## config.mk

```make
export PLATFORM = sky130hd
export DESIGN_NAME = io_port_sched
export DESIGN_NICKNAME = d
export VERILOG_FILES = /design/src/rtl/io_port_sched.sv
export SDC_FILE = /design/constraint.sdc
export NUM_CORES = 1
export LEC_CHECK = 0
export ABC_AREA = 1
export ABC_CLOCK_PERIOD_IN_PS = 1200
export CAP_MARGIN = 20
export CORE_MARGIN = 1.5
export CORE_UTILIZATION = 38
export DETAILED_ROUTE_END_ITERATION = 10
export PLACE_DENSITY = 0.73
export SLEW_MARGIN = 5
export SYNTH_ARGS = -nofsm -noshare
export SYNTH_HDL_FRONTEND = slang
export SYNTH_SLANG_ARGS = --single-unit
```

## constraint.sdc

```tcl
create_clock -name clk -period 1.2 [get_ports clk]
set_input_delay 0.12 -clock clk [delete_from_list [all_inputs] [get_ports clk]]
set_output_delay 0.12 -clock clk [all_outputs]
set_load 0.02 [all_outputs]
```

## src/rtl/io_port_sched.sv

```systemverilog
// rtl/io_port_sched.sv - per-port input buffers and output holding registers for core I/O strobes
// Multi-hot strobes service only their lowest-index bit; error flags are sticky until clr_err.
module io_port_sched #(
  parameter int NPORT = 4,
  parameter int NBW   = 19,
  parameter int NBO   = 28,
  parameter int NFRM  = 16
) (
  input  logic                   clk,
  input  logic                   rst,
  input  logic [NPORT*NBW-1:0]   src_data,
  input  logic [NPORT-1:0]       src_valid,
  output logic [NPORT-1:0]       src_ready,
  input  logic [NPORT-1:0]       req_in,
  output logic [NBW-1:0]         io_in,
  input  logic [NPORT-1:0]       out_en,
  input  logic [NBO-1:0]         io_out,
  output logic [NPORT*NBO-1:0]   snk_data,
  output logic [NPORT-1:0]       snk_valid,
  input  logic [NPORT-1:0]       snk_ready,
  input  logic                   clr_err,
  output logic [NPORT-1:0]       underrun,
  output logic [NPORT-1:0]       overrun,
  output logic                   collide,
  output logic [NFRM-1:0]        frame_cnt
);

  logic [NBW-1:0]       r_hold_d [NPORT];
  logic [NPORT-1:0]     r_hold_v;
  logic [NPORT*NBO-1:0] r_snk_d;
  logic [NPORT-1:0]     r_snk_v;
  logic [NPORT-1:0]     r_under;
  logic [NPORT-1:0]     r_over;
  logic                 r_col;
  logic [NFRM-1:0]      r_frame;

  logic [NPORT-1:0]     w_req_sel;
  logic [NPORT-1:0]     w_oen_sel;
  logic [NPORT-1:0]     w_xfer;
  logic [NPORT-1:0]     w_under_new;
  logic [NPORT-1:0]     w_over_new;
  logic                 w_col_new;
  logic [NBW-1:0]       w_io_in;

  // x & -x isolates the lowest set bit, so a multi-hot strobe services one port only
  assign w_req_sel = req_in & (~req_in + NPORT'(1));
  assign w_oen_sel = out_en & (~out_en + NPORT'(1));
  assign w_col_new = ((req_in & (req_in - NPORT'(1))) != '0) ||
                     ((out_en & (out_en - NPORT'(1))) != '0);

  assign src_ready   = ~r_hold_v | w_req_sel;
  assign w_xfer      = src_valid & src_ready;
  assign w_under_new = w_req_sel & ~r_hold_v;
  assign w_over_new  = w_oen_sel & r_snk_v & ~snk_ready;

  always_comb begin
    w_io_in = '0;
    for (int p = 0; p < NPORT; p++) begin
      w_io_in = w_io_in | (r_hold_d[p] & {NBW{w_req_sel[p]}});
    end
  end

  always_ff @(posedge clk) begin
    if (!rst) begin
      for (int p = 0; p < NPORT; p++) begin
        r_hold_d[p] <= '0;
      end
      r_hold_v <= '0;
      r_snk_d  <= '0;
      r_snk_v  <= '0;
      r_under  <= '0;
      r_over   <= '0;
      r_col    <= 1'b0;
      r_frame  <= '0;
    end else begin
      for (int p = 0; p < NPORT; p++) begin
        // A refill in the consume cycle keeps the buffer full with the new sample
        if (w_xfer[p]) begin
          r_hold_d[p] <= src_data[p*NBW +: NBW];
          r_hold_v[p] <= 1'b1;
        end else if (w_req_sel[p]) begin
          r_hold_v[p] <= 1'b0;
        end
        if (w_oen_sel[p]) begin
          r_snk_d[p*NBO +: NBO] <= io_out;
          r_snk_v[p]            <= 1'b1;
        end else if (snk_ready[p]) begin
          r_snk_v[p] <= 1'b0;
        end
      end
      // Errors raised in the clear cycle survive the clear
      r_under <= clr_err ? w_under_new : (r_under | w_under_new);
      r_over  <= clr_err ? w_over_new  : (r_over  | w_over_new);
      r_col   <= clr_err ? w_col_new   : (r_col   | w_col_new);
      if (w_oen_sel[NPORT-1]) begin
        r_frame <= r_frame + NFRM'(1);
      end
    end
  end

  assign io_in     = w_io_in;
  assign snk_data  = r_snk_d;
  assign snk_valid = r_snk_v;
  assign underrun  = r_under;
  assign overrun   = r_over;
  assign collide   = r_col;
  assign frame_cnt = r_frame;

endmodule

```

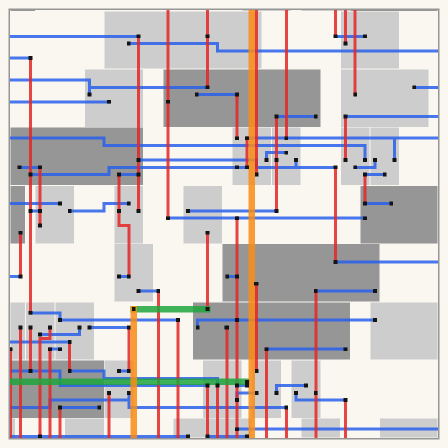
(run_1/detail.png)
Window x 106 to 126, y 29 to 49 um. Cells in gray, sequential cells in the stronger gray; small squares are vias.
Key: metal 4 = orange; metal 2 = red; metal 3 = green; metal 1 = blue
25 logic cells have their middle in the window. Sequential cells in the window: 5. Netlist names of flops here include snk_data (3). Most frequent: nor2_1 (5), dfxtp_1 (5), nand2_1 (4).

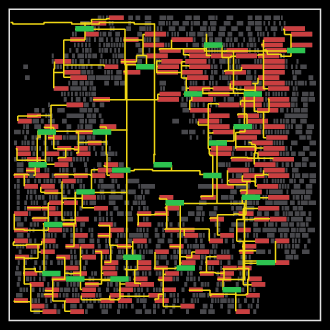
(run_1/clk_routes.png)
Scale: 2 px per um.
Key: clock drivers = green [count 25]; flip-flops = red [count 221]; clock wires = yellow [length 2,760 um]
There are 26 routed clock nets.

==> summary.txt, run 1 <==
fresh numbers from the pnr run: status finished, violations left, failing checks setup timing, Core Util at FP between 30% and 40%, yosys cell count 1,059, gr usage total 22.89%, CORE AREA 22,640 um2, hold_buf cts 0, Levels on crit path 3, final instance area 12,760 um2, post-route ant nets 0, dpl hpwl 20.02 mm, Yosys chip area 8763 um2, Final Net Count 1,520, Mapped Nets around 1.2k, DRT iter0 DRCs 537, Worst path slowest cell edfxtp_1, vias per cell 4.899, Post-synth seq share 59.17%, max frequency 0.7128 GHz, final setup violating endpoints 23, vias in the first global route between 8k and 9k, total count of hold-check failures in the final report 0, Reg clk slew, reported paths 0.06 ns, Mapped Area 8763 um2, top_reg_cell synth dfxtp_1, R2R depth 8, Slew headroom approximately three quarters, FF-to-FF End frame_cnt[6], critical path launch point type flip-flop, port buffer count around 290, Setup crit end io_in[1], DP Area 12,430 um2, most frequent cells in the layout nor2_1, nand2_1, dfxtp_1, buf_2, clkdlybuf4s50_1, max-cap check violation count 0, Slew Limit Fails 0, Cell Type Count 32, CTS max path bufs 3, H-tree Lvls 1, Worst Hold Endpoint snk_data[83], pin count of the biggest net entering global routing 67, final non-filler cell total 1,698, worst slew pin tran 0.3894 ns, Clk Latency, worst-skew pair between 0.5 and 0.6 ns, CTS Sinks 221, boundary pin count 287, setup_tns -3.447 ns, CP startpoint r_hold_d[1][1], PnR worst setup slack -0.2030 ns, Tot Pwr 17.72 mW, die area 23,980 um2, skew final between 0.004 and 0.005 ns, hold_sp rst, RSZ-0062 raised after global routing yes, CP arrival 1.28 ns, crit end category primary output, worst stage delay on the critical path 0.39 ns, power per cell area 1389 nW/um2, syn_area_per_cell 8.275 um2, Pre-antenna DRT Iters 5, hold crit path type input pin to flip-flop, CTS Root Buffer Type clkbuf_16, CP required between 1 and 1.5 ns, flop-to-flop setup slack -0.06 ns, CTS tree done, global-route wire length before repair around 43 mm, CP cell instances nand2_1, nand4_1, buf_6, die height approximately 150 um, antenna violations before repair 2, Inserted Clock Buffers 25, # fillers ~2k, ys async rst share 0%, Inst Count DP around 1.6k, crit-path leading delay family flip-flops, hold slack 0.1333 ns, RR Startpoint frame_cnt[0], Max rail drop VDD 1.056 mV, post-route DRC violation count 0, Ys Warns 0, number of synthesized flops with an enable pin 76, most frequent logic cell in the layout nor2_1, gr ovfl total 0, Post-Syn Instances roughly 1.1k, post-route clock period utilization 116.9%, CP Max Fanout 1, Area Growth Syn to Fin 45.57%, worst path bufs/invs 1, Die W 154.9 um, P_leak ~5.8 nW, layout cells sized above 1 24.03%, post-layout util roughly 56%, CP Class flip-flop to primary output, Flops after synth 221, row count 55, via count 8,318, Routability Congestion 0.8372, WHS Path Cells 4, Place WS -0.8297 ns, Log Warnings 28, min cycle time layout 1.403 ns
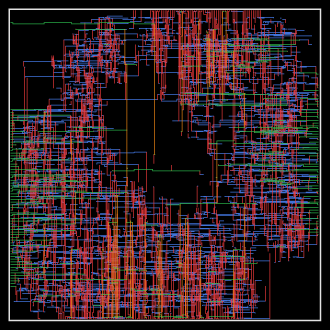
(run_1/wires.png)
Scale: 2 px per um.
Key: metal 1 = blue [wire length 11,000 um]; metal 3 = green [wire length 2,500 um]; metal 2 = red [wire length 13,200 um]; metal 4 = orange [wire length 1,430 um]
Avg WL per Cell: 16.58 um
total wire length: 28.15 mm

[run 1: timing repair]
action / 4_1_cts / 5_1_grt
setup endpoints to repair: 266 / 57
gates cloned: 1 / 0
gates resized: 745 / 50
buffers inserted: 6 / 4
pin swaps: 45 / 31
[run 1: cell type report]
cell class	count	area, um2	area share (%)
Timing Repair Buffer	360	2939	23.04
Tap cell	285	356.6	2.795
Clock inverter	5	28.78	0.2256
Multi-Input combinational cell	674	3050	23.91
Inverter	114	435.4	3.413
Sequential cell	221	5230	41.00
Clock buffer	37	711.9	5.581
Antenna cell	2	5.005	0.03923
[run 1: cells in the mapped netlist, drive strengths merged (5+ instances only)]
cell	n	share of area, %
or2	5	0.36
nand4	25	1.8
inv	109	4.7
a21oi	52	3.0
buf	26	1.7
nor2	276	12
clkbuf	24	1.1
edfxtp	76	26
nand2	205	8.9
nand3	15	1.2
o21ai	89	5.1
clkinv	5	0.21
dfxtp	145	33
[run 1: kinds of logic after synthesis]
family                     count (synthesis)  share of synthesized area [%]
AOI/OAI and AO/OA                        143                          8.267
xor gates and xnor gates                   1                        0.09996
and+or+nand+nor                          529                          24.70
DFF                                      221                          59.17
adders and majority gates                  1                         0.1428
buffers and inverters                    164                          7.624
[run 1: metal layers]
metal | vias up | track usage [%] | wire, um
met5 | - | 0 | 0
met4 | 0 | 10.76 | 1429
met3 | 79 | 6.212 | 2501
met2 | 378 | 38.27 | 13230
met1 | 3843 | 27.45 | 10990
li1 | 4018 | - | -
[run 1: where the power goes]
part | switching, mW | internal (mW)
registers | 0.203 | 8.18
clock network | 2.89 | 4.07
logic | 1.35 | 1.02
total | 4.44 | 13.3
[run 1: state kept, by name (all words and copies together) (netlist names)]
name       flops
snk_valid      4
r_hold_v       4
snk_data     112
overrun        4
frame_cnt     16
underrun       4
collide        1
r_hold_d      76
==> run 1 -> run 2 <==
Settings changed: ABC_CLOCK_PERIOD_IN_PS 1200 to 1400, CTS_CLUSTER_DIAMETER from default to 120, PLACE_DENSITY 0.73 to 0.7.
Clock period 1.2 ns to 1.4 ns, I/O delays scaled along.
==> run 2 against run 1 <==
  * The run still ends with setup timing left
  * Via count fell by 4.2%
  * Combinational power fell by 14%
  * Critical path depth unchanged
  * Die area unchanged
  * Clock skew rose by 0.0091 ns
  * Synthesized area unchanged
  * Highest routed layer is now met5
==> summary.txt, run 2 <==
fresh numbers from the pnr run: GR peak layer met2, Yosys chip area 8763 um2 (unchanged), comb pwr 2.05 mW (-14%), Cell Type Count 32 (unchanged), leading power group sequential cells, antenna cells 0 (-2), layout cells sized above 1 12.21% (-12 points), met2 WL 13.12 mm (-0.86%), RSZ-0062 raised after global routing yes, Pre-antenna DRT Iters 5 (unchanged), clock power share 39.8% (+0.5 points), boundary pin count 287 (unchanged), Log Warnings 29 (+3.6%), main area contributors after synthesis dfxtp_1, edfxtp_1, nor2_1, nand2_1, o21ai_0, Tot Pwr 15.34 mW (-13%), die area 23,980 um2 (unchanged), met1 Track Usage GR 27.13% (-0.32 points), CP required 1.26 ns (+0.18 ns), met3 WL 3.055 mm (+22%), Synth mux share 0% (unchanged), NetSw 3.778 mW (-15%), Clk Latency, worst-skew pair 0.51 ns (about the same), Max rail drop VDD 0.9700 mV (-8.1%), ys async rst share 0% (unchanged), skew final 0.01398 ns (+0.009129 ns), Die W 154.9 um (unchanged), hold_buf cts 0 (unchanged), Slew Limit Fails 0 (unchanged), CORE AREA 22,640 um2 (unchanged), CP Class flip-flop to primary output, Inserted Clock Buffers 25 (unchanged), Mapped Nets 1,183 (unchanged), Ys Warns 0 (unchanged), met2 Usage GRT 38.14% (-0.13 points), gr ovfl total 0 (unchanged), Reg clk slew, reported paths 0.06 ns (about the same), AO/OA Area Share 8.267% (unchanged), number of synthesized flops with an enable pin 76 (unchanged), global-route wire length before repair 42.84 mm (-1.1%), failing checks setup timing, P_clk 6.11 mW (-12%), syn_area_per_cell 8.275 um2 (unchanged), yosys cell count 1,059 (unchanged), PnR worst setup slack -0.01402 ns (+0.1889 ns), post-route ant nets 0 (unchanged), vias per cell 4.753 (-3.0%), die height 154.9 um (unchanged), Flops after synth 221 (unchanged), Core Util at FP 38.71% (unchanged), top cells by count, synth nor2_1, nand2_1, dfxtp_1, inv_1, o21ai_0, antenna violations before repair 1 (-1), met3 Track Usage GR 8.245% (+2.0 points), Top non-seq family simple AND/OR/NAND/NOR gates, DRT iter0 DRCs 459 (-15%), Logic pwr share 13.4% (about the same), yosys simple share 24.70% (unchanged), CP Max Fanout 1 (unchanged), switching portion of total power 24.63% (-0.44 points), xor+xnor area frac 0.09994% (unchanged), Slew headroom 71.55% (-2.5 points), status finished, violations left, Avg WL per Cell 16.33 um (-1.5%), Yosys top cell by area dfxtp_1, top sig layer met5, Routability Congestion 0.8284 (-1.1%), CTS Sinks 221 (unchanged), pin count of the biggest net entering global routing 97 (+45%), hold crit path type input pin to flip-flop, most frequent logic cell in the layout nor2_1, Post-synth seq share 59.17% (unchanged), crit end category primary output, final setup violating endpoints 1 (-96%), port buffer count 286 (unchanged), fa+ha+maj area frac 0.1428% (unchanged), power per cell area 1184 nW/um2 (-15%), met1 WL 10.53 mm (-4.2%), min cycle time layout 1.414 ns, row count 55 (unchanged), Largest register FFs 112 (unchanged), CTS tree done, via count 7,970 (-4.2%), top_reg_cell synth dfxtp_1, max-cap check violation count 0 (unchanged), area share, top type 33.12% (unchanged), dpl hpwl 19.47 mm (-2.7%), most frequent cell after synthesis nor2_1, Final Net Count 1,501 (-1.3%), post-route clock period utilization 101.0%, critical path launch point type flip-flop, Int Pwr 11.56 mW (-13%), vias in the first global route 7,711 (-4.4%), sequential share of power 46.8% (-0.5 points), final instance area 12,950 um2 (+1.5%), gr usage total 22.68% (-0.22 points), DP Area 12,310 um2 (-0.97%), worst slew pin tran 0.4249 ns (+0.03554 ns), post-route DRC violation count 0 (unchanged), P_leak 5.896 nW (+1.2%), Sequential Power 7.18 mW (-14%), Mapped Area 8763 um2 (unchanged), Area Growth Syn to Fin 47.83%, CP arrival 1.27 ns (about the same), total wire length 27.39 mm (-2.7%), CTS Root Buffer Type clkbuf_16, H-tree Lvls 1 (unchanged), Post-Syn Instances 1,059 (unchanged), max frequency 0.7072 GHz, most frequent cells in the layout nor2_1, nand2_1, dfxtp_1, clkdlybuf4s50_1, dlygate4sd2_1, total count of hold-check failures in the final report 0 (unchanged), CTS max path bufs 3 (unchanged)
run 2: cell counts after synthesis:
Identical to the previous run, type by type.
run 2: critical path, cell delays in order (launching register included):
cell,delay (ns)
edfxtp_1,0.41
nand2_1,0.09
nand4_1,0.09
buf_4,0.17
run 2: timing repair:
| item | in CTS | in global routing |
|---|---|---|
| resized | 271 | 64 |
| cloned | 2 | 0 |
| setup buffers | 1 | 0 |
| endpoints found under the setup margin | 164 | 64 |
| hold endpoints to repair | 0 | 0 |
| pin swaps | 17 | 19 |
run 2: area by class of cell:
class | instances | area [um2]
Tap cell | 285 | 356.6
Multi-Input combinational cell | 674 | 2943
Inverter | 114 | 442.9
Sequential cell | 221 | 5196
Clock buffer | 39 | 747.0
Fill cell | 2052 | 9686
Timing Repair Buffer | 341 | 3251
Clock inverter | 3 | 18.77
run 2: final timing paths:
| kind | from | to | slack, ns | cells after the start |
|---|---|---|---|---|
| worst max-delay path | r_hold_d[3][16] | io_in[16] | -0.01 | 3 |
| worst min-delay path | rst | snk_data[29] | 0.21 | 4 |
| worst max register to register | frame_cnt[1] | frame_cnt[10] | 0.10 | 9 |
| worst min register to register | snk_data[101] | snk_data[101] | 0.46 | 2 |
run 2: kinds of logic after synthesis:
group | Yosys count
flip-flops | 221
XOR/XNOR | 1
AND/OR/NAND/NOR | 529
buffers and inverters | 164
AND-OR/OR-AND | 143
adder cells (fa/ha/maj) | 1
run 2: stage by stage:
step	cells	hold slack, ns	setup TNS, ns	setup slack [ns]	util [%]
CTS	1677	0.2058	-0.04728	-0.02881	57.15
finish	1677	0.2081	-0.01402	-0.01402	57.22
global placement	1632	0.4507	-68.33	-0.6162	54.35
floorplan	1059	0.2749	-1.032	-0.02716	-
detailed placement	1632	0.4563	-77.67	-0.6655	54.35
global route	1677	0.2282	-0.5220	-0.07210	57.22
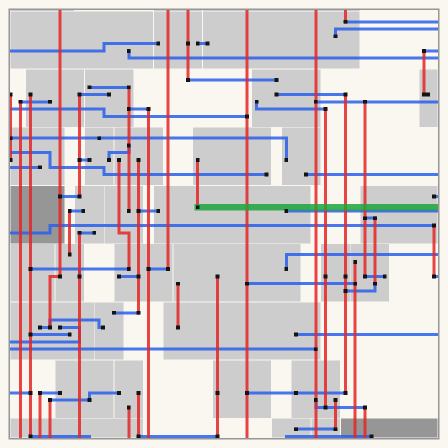
(run_2/detail.png)
Window x 106 to 126, y 29 to 49 um. Cells in gray, sequential cells in the stronger gray; small squares are vias.
Key: metal 2 = red; metal 1 = blue; metal 3 = green
Sequential cells in the window: 0. 29 logic cells have their middle in the window. Most frequent: buf_4 (6), nand2_1 (4), buf_12 (4).

==> run 2 -> run 3 <==
Settings changed: CAP_MARGIN 20 to default, CTS_CLUSTER_SIZE from default to 24.
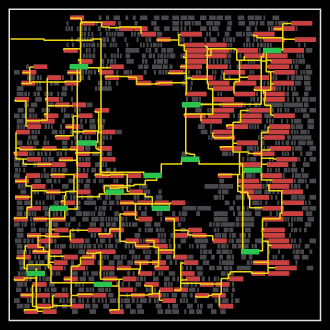
(run_3/clk_routes.png)
Scale: 2 px per um.
Key: flip-flops = red [count 221]; clock drivers = green [count 13]; clock wires = yellow [length 2,400 um]
Position of the flops: widely spread.

==> run 3 against run 2 <==
  * The flow now finishes without violations
  * Cell count decreased by 1.3%
  * Critical path depth unchanged
  * Power decreased by 15%
  * Global-route usage is 0.48 points lower
  * Largest cell class unchanged
  * Largest power group unchanged
==> summary.txt, run 3 <==
fresh numbers from the pnr run: status complete, no violations, worst path bufs/invs 1 (unchanged), flop-to-flop setup slack 0.10 ns (about the same), crit-path leading delay family flip-flops, fa+ha+maj area frac 0.1428% (unchanged), post-layout util 55.71% (-1.5 points), H-tree Lvls 1 (unchanged), CTS Root Buffer Type clkbuf_16, Place WS -0.6655 ns (unchanged), Mapped Nets 1,183 (unchanged), worst slew pin tran 0.4108 ns (-0.01416 ns), GR peak layer met2, Area Growth Syn to Fin 43.93%, yosys simple share 24.70% (unchanged), row count 55 (unchanged), max-cap check violation count 0 (unchanged), P_leak 5.755 nW (-2.4%), CTS tree done, CP arrival 1.25 ns (-0.02 ns), DRT iter0 DRCs 451 (-1.7%), Core Util at FP 38.71% (unchanged), Ys Warns 0 (unchanged), hold_sp rst, gr usage total 22.20% (-0.48 points), Inst Count DP 1,632 (unchanged), gr ovfl total 0 (unchanged), top_reg_cell synth dfxtp_1, Yosys chip area 8763 um2 (unchanged), # fillers 2,093 (+2.0%), post-route ant nets 0 (unchanged), hold_buf cts 0 (unchanged), final non-filler cell total 1,655 (-1.3%), hold slack 0.2349 ns (+0.02687 ns), CP Class flip-flop to primary output, Reg clk slew, reported paths 0.09 ns (+0.03 ns), met2 WL 12.91 mm (-1.6%), Worst path slowest cell edfxtp_1, top sig layer met5, area share, top type 33.12% (unchanged), max frequency 0.7214 GHz (+2.0%), Post-Syn Instances 1,059 (unchanged), Storage cell area 5195 um2 (about the same), RSZ-0062 raised after global routing yes, crit end category primary output, skew final 0.02165 ns (+0.007674 ns), Routability Congestion 0.8284 (unchanged), met2 Usage GRT 37.63% (-0.51 points), syn_area_per_cell 8.275 um2 (unchanged), Mapped Area 8763 um2 (unchanged), Pre-antenna DRT Iters 5 (unchanged), Slew Limit Fails 0 (unchanged), CP cell instances nand2_1, nand4_1, buf_4, met3 Track Usage GR 7.772% (-0.47 points), layout cells sized above 1 10.44% (-1.8 points), dpl hpwl 19.47 mm (unchanged), most frequent cells in the layout nor2_1, nand2_1, dfxtp_1, dlygate4sd2_1, clkdlybuf4s50_1, Post-synth seq share 59.17% (unchanged), via count 7,912 (-0.73%), top cells by count, synth nor2_1, nand2_1, dfxtp_1, inv_1, o21ai_0, min cycle time layout 1.386 ns (-0.02785 ns), CTS Sinks 221 (unchanged), Synth mux share 0% (unchanged), post-route clock period utilization 99.01% (-2.0 points), most frequent logic cell in the layout nor2_1, CP required 1.26 ns (about the same), pin count of the biggest net entering global routing 97 (unchanged), Yosys top cell by area dfxtp_1, met3 WL 3.006 mm (-1.6%), vias in the first global route 7,638 (-0.95%), final instance area 12,610 um2 (-2.6%), ys async rst share 0% (unchanged), number of synthesized flops with an enable pin 76 (unchanged), setup_tns 0 ns (+0.01402 ns), R2R depth 9 (unchanged), Flops after synth 221 (unchanged), Tot Pwr 13.10 mW (-15%), FF-to-FF End frame_cnt[10], final setup violating endpoints 0 (-1), most frequent cell after synthesis nor2_1, Log Warnings 28 (-3.4%), boundary pin count 287 (unchanged), Cell Type Count 32 (unchanged), met1 Track Usage GR 26.80% (-0.33 points), CTS max path bufs 3 (unchanged), RR Startpoint frame_cnt[1], DP Area 12,310 um2 (unchanged), total wire length 27.07 mm (-1.2%), xor+xnor area frac 0.09994% (unchanged), antenna cells 0 (unchanged), AO/OA Area Share 8.267% (unchanged), Max rail drop VDD 1.110 mV (+14%), vias per cell 4.781 (+0.59%), main area contributors after synthesis dfxtp_1, edfxtp_1, nor2_1, nand2_1, o21ai_0, Inserted Clock Buffers 13 (-48%), Avg WL per Cell 16.36 um (+0.16%), power per cell area 1038 nW/um2 (-12%), total count of hold-check failures in the final report 0 (unchanged), worst stage delay on the critical path 0.42 ns (about the same), antenna violations before repair 1 (unchanged), Top non-seq family simple AND/OR/NAND/NOR gates, port buffer count 286 (unchanged), Clk Latency, worst-skew pair 0.48 ns (-0.03 ns), CORE AREA 22,640 um2 (unchanged), WHS Path Cells 4 (unchanged), hold crit path type input pin to flip-flop, global-route wire length before repair 42.09 mm (-1.7%), die height 154.9 um (unchanged), critical path launch point type flip-flop, PnR worst setup slack 0.01383 ns (+0.02785 ns), Gate Area 2945 um2 (about the same)
==> run 3: cell count changes in the layout (fill, tap and decap cells not counted), sizes merged <==
cell | previous run | this run
clkbuf | 51 | 22
inv | 110 | 111
clkdlybuf4s15 | 27 | 22
clkinv | 7 | 5
dlygate4sd2 | 108 | 121
==> run 3: timing repair <==
| action | CTS | global route |
|---|---|---|
| cloned | 2 | 1 |
| hold endpoints to repair | 0 | 0 |
| endpoints found under the setup margin | 164 | 50 |
| resized | 254 | 57 |
| buffers inserted | 1 | 1 |
| pin swaps | 3 | 25 |
==> run 3: area by class of cell <==
class / count / share of cell area, %
Sequential cell: 221 / 41.19
Timing Repair Buffer: 343 / 26.23
Multi-Input combinational cell: 674 / 23.35
Inverter: 114 / 3.512
Tap cell: 285 / 2.827
Clock buffer: 16 / 2.668
Clock inverter: 2 / 0.2282
==> run 3: worst reg2reg max path: stages, from the launching register on <==
cell and delay, ns:
dfxtp_4 0.38, ha_2 0.18, inv_1 0.08, nor2_2 0.12
nand2_2 0.09, nor2_8 0.17, nand2_2 0.07, nand2_1 0.06
nand2_1 0.04, nor2_1 0.08
==> run 3: power breakdown <==
part | internal [mW] | leakage, nW | switching (mW)
sequential | 7.01 | 2.02 | 0.156
clock | 1.76 | 0.178 | 2.11
combinational | 0.910 | 3.56 | 1.15
==> run 3: worst max path at each step <==
stage / from / endpoint / slack [ns] / cells past startpoint
final: r_hold_d[3][16] / io_in[16] / 0.01 / 3
after global routing: r_hold_d[3][16] / io_in[16] / -0.04 / 3
after CTS: r_hold_d[3][16] / io_in[16] / 0.001 / 3
after detailed placement: req_in[0] / io_in[9] / -0.67 / 8
after global placement: req_in[0] / io_in[11] / -0.62 / 8
after floorplan: r_hold_v[0] / r_hold_d[0][0] / -0.03 / 3
Power and IR drop assume default switching activity.
